Figure 1. Local utilization (run 1).
Bar = 20 um. 12 x 12 tiles, from dark blue (low) to red (high), 0 to 100% covered.
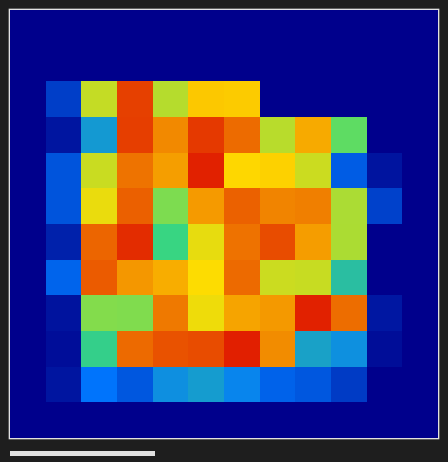
Figure 2. Cells colored by class (run 1).
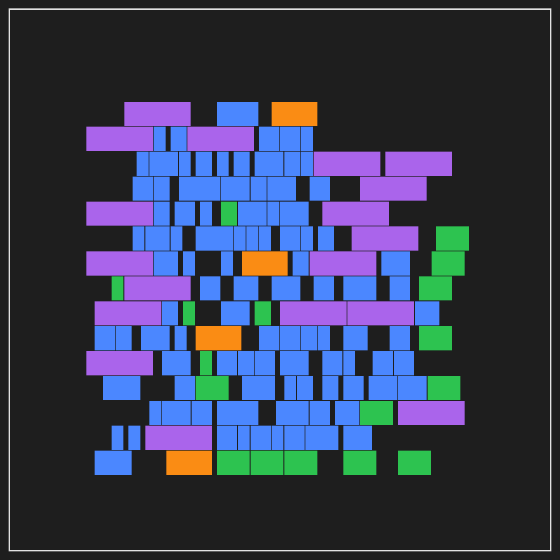
Figure 3. Wire density map (run 1).
Bar = 20 um. 12 x 12 tiles, from dark blue (low) to red (high), scaled to the fullest tile. Values are wire area over tile area, all layers added.
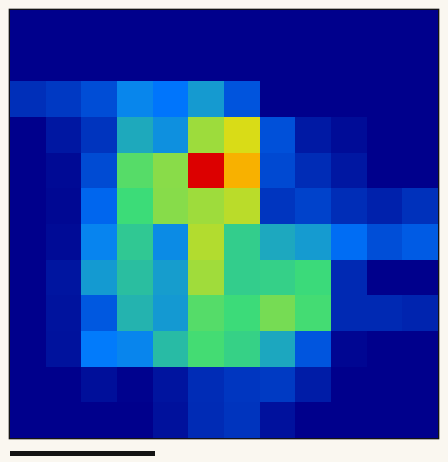
==> config.mk <==
export PLATFORM = sky130hd
export DESIGN_NAME = rr_grant_arbiter
export DESIGN_NICKNAME = d
export VERILOG_FILES = /design/src/rtl/rr_grant_arbiter.sv
export SDC_FILE = /design/constraint.sdc
export NUM_CORES = 1
export LEC_CHECK = 0
export ABC_AREA = 0
export CAP_MARGIN = 10
export CORE_MARGIN = 8
export CORE_UTILIZATION = 55
export CTS_BUF_LIST = sky130_fd_sc_hd__clkbuf_8
export CTS_CLUSTER_DIAMETER = 50
export CTS_CLUSTER_SIZE = 28
export DETAILED_ROUTE_END_ITERATION = 10
export GPL_TIMING_DRIVEN = 0
export PLACE_DENSITY = 0.88
export RECOVER_POWER = 100
export SETUP_SLACK_MARGIN = 0.02
export SKIP_CTS_REPAIR_TIMING = 1
export SLEW_MARGIN = 20
export SYNTH_ARGS = -nofsm -noshare
export SYNTH_HDL_FRONTEND = slang
export SYNTH_SLANG_ARGS = --single-unit
==> constraint.sdc <==
create_clock -name clk -period 3.82 [get_ports clk]
set_clock_uncertainty 0.05 [all_clocks]
set_input_delay 0.764 -clock clk [delete_from_list [all_inputs] [get_ports clk]]
set_output_delay 0.764 -clock clk [all_outputs]
set_load 0.05 [all_outputs]
==> impl_metrics.env <==
# physical design summary
export IMPL_io_pins=13
export IMPL_postSynthSeqShare_pct=35.51
export IMPL_r2r_setup_slack_ps=2070
export IMPL_max_freq_mhz=371.1
export IMPL_path_cells="dlygate4sd3_1 -> nor4_1 -> and2_0 -> clkbuf_1 -> a21oi_1 -> o32ai_1"
export IMPL_detail_route_vias_per_cell=6.385
export IMPL_tightest_slew_ps=504.8
export IMPL_gp_congestion=0.9110
export IMPL_start_kind="primary input"
export IMPL_synth_nets=129
export IMPL_cap_violations=0
export IMPL_fin_setup_tns_ps=0
export IMPL_whs_ps=454.6
export IMPL_setup_violations=0
export IMPL_synthMuxAreaShare_pct=5.919
export IMPL_cts_tree="done"
export IMPL_finalNetCount=146
export IMPL_grt_antenna_before_repair=0
export IMPL_post_route_min_period_ps=2695
export IMPL_leakagePower_nw=0.4173
export IMPL_wl_um=2570
export IMPL_syn_area_um2=1015
export IMPL_place_detailed_instances=157
export IMPL_largest_reg_flops=8
export IMPL_chipWidth_um=58.95
export IMPL_io_buffer_count=12
export IMPL_crit_path_max_incr_delay_ps=620
export IMPL_synthCells=120
export IMPL_area_delta_synth_final_pct=19.24
export IMPL_antenna_cells=0
export IMPL_nFillCells=150
export IMPL_critPathKind="in2reg"
export IMPL_crit_arrival_ps=2790
export IMPL_period_used_pct=70.54
export IMPL_p_per_area_nw_per_um2=378.1
export IMPL_drt_initial_drc_count=53
export IMPL_grt_max_degree=11
export IMPL_rsz0062_at_grt="no"
export IMPL_grt_pass1_wl_um=4347
export IMPL_clkTransAtPathRegs_ps=70
export IMPL_cts_buffers=3
export IMPL_yosys_warnings=0
export IMPL_final_common_cell="dfxtp_1"
export IMPL_overflow=0
export IMPL_synth_cells_yosys=120
export IMPL_clock_sinks=18
export IMPL_layoutNonFillerInstCount=161
export IMPL_ys_sh_adder_pct=2.466
export IMPL_max_slew_margin_pct=66.24
export IMPL_status="finished, final reports clean"
export IMPL_worstHoldPathType="reg2reg"
export IMPL_netlist_logic_family_top="simple AND/OR/NAND/NOR gates"
export IMPL_ant_nets=0
export IMPL_cts_root_buf="clkbuf_8"
export IMPL_clock_latency_ps=260
export IMPL_hpwl_um=1808
export IMPL_layout_drive_gt1_share_pct=6.618
export IMPL_ys_types=40
export IMPL_die_h_um=58.95
export IMPL_cp_max_fo=10
export IMPL_clock_path_buffers=2
export IMPL_simple_gate_share_pct=31.32
export IMPL_chipArea_um2=3475
export IMPL_ys_sh_xor_pct=0.8631
export IMPL_most_common_layout_cells="dfxtp_1, nand2_1, nor2_1"
export IMPL_first_global_vias=958
export IMPL_holdPathStages=2
export IMPL_h_tree_depth=1
export IMPL_irDropWorstVdd_uv=280.0
export IMPL_placed_area_um2=1166
export IMPL_required_ps=3920
export IMPL_hold_violations=0
About Figure 1:
nearly empty tiles: 43%
densest ninth of the die: center
tiles over 75% full: 26%
fullest tile: 97%
emptiest ninth of the die: north-east
mean over tiles: 34%
Post-Route Utilization: 70.07%
pre-placement core utilization: 58.77%
Core Area: 1727 um2

About Figure 2:
| class | color | cells |
|---|---|---|
| other buffers and delay cells | green | 17 |
| flip-flops | purple | 18 |
| clock drivers and dummy loads | orange | 4 |
| all other logic | blue | 97 |
Rows: 15
sequential share of cell area: 29.78%
final instance area: 1210 um2

About Figure 3:
fullest tile: 0.75
nearly empty tiles: 42%
tiles over half the peak: 10%
emptiest ninth of the die: north-east
densest ninth of the die: center
mean over tiles: 0.12
DR vias: 1028
GRT Util Overall: 16.07%

-- run 1: report_power, final --
group / internal [W] / switching (W) / leakage, nW
clock network: 0.0000919 / 0.0000679 / 0.0288
logic: 0.0000362 / 0.0000561 / 0.242
registers: 0.000196 / 0.00000959 / 0.146
-- run 1: area by class of cell --
type / instances / area (um2) / area share (%)
sequential: 18 / 360.3 / 29.78
timing repair buffer: 12 / 120.1 / 9.928
tap: 25 / 31.28 / 2.585
multi-input combinational: 93 / 606.8 / 50.16
buffer: 5 / 21.27 / 1.758
inverter: 4 / 15.01 / 1.241
clock buffer: 4 / 55.05 / 4.550
-- run 1: routing by layer --
metal  global-route usage (%)  wire length, um  up-vias
li1                         -                -      481
met1                    18.75             1081      486
met2                    26.64             1215       48
met3                    3.696              177       13
met4                    8.191               95        0
met5                        0                0        -
-- run 1: through the flow --
step	worst slack, ps	total power, W
2_1_floorplan	1710	0.0002737
3_3_place_gp	1382	0.0003012
3_5_place_dp	1318	0.0003046
4_1_cts	1182	0.0004642
5_1_grt	959.1	0.0004749
6_report	1125	0.0004574
-- run 1: critical path, delay by kind of cell --
kind | cells | cell delay, ps
AOI/OAI and AO/OA | 2 | 370
buffers and inverters | 2 | 990
and+or+nand+nor | 2 | 670
-- run 1: Yosys cell counts, drive strengths merged --
cell / number / area share [%]
nand2b: 5 / 3.1
nor2: 8 / 3.0
a21oi: 6 / 3.0
o22ai: 1 / 1.2
and2: 2 / 1.2
or3: 2 / 1.2
nor4: 3 / 1.8
a221o: 1 / 0.99
nor4b: 1 / 0.86
nand3: 5 / 2.5
or4: 1 / 0.74
xnor2: 1 / 0.86
or2: 2 / 1.2
clkbuf: 2 / 0.74
nand3b: 1 / 0.74
inv: 4 / 1.5
mux2: 2 / 3.0
nand2: 13 / 4.8
o21a: 2 / 1.6
mux2i: 3 / 3.0
nand4b: 5 / 4.3
o211ai: 2 / 1.5
ha: 2 / 2.5
o22a: 1 / 0.86
a31oi: 4 / 2.5
o41a: 1 / 1.1
nand4: 2 / 1.2
o21ai: 1 / 0.49
o31a: 1 / 0.86
o41ai: 1 / 0.86
a32oi: 1 / 0.86
buf: 3 / 1.7
nor3: 3 / 1.5
o21bai: 1 / 0.74
nor2b: 5 / 3.1
o32ai: 4 / 3.5
dfxtp: 18 / 36
-- run 1: logic make-up after synthesis --
kind of cell    count (synthesis)
compound gates                 27
buf+inv                         9
mux                             5
fa+ha+maj                       2
simple gates                   58
xor+xnor                        1
flops                          18
Power and IR drop assume default switching activity.
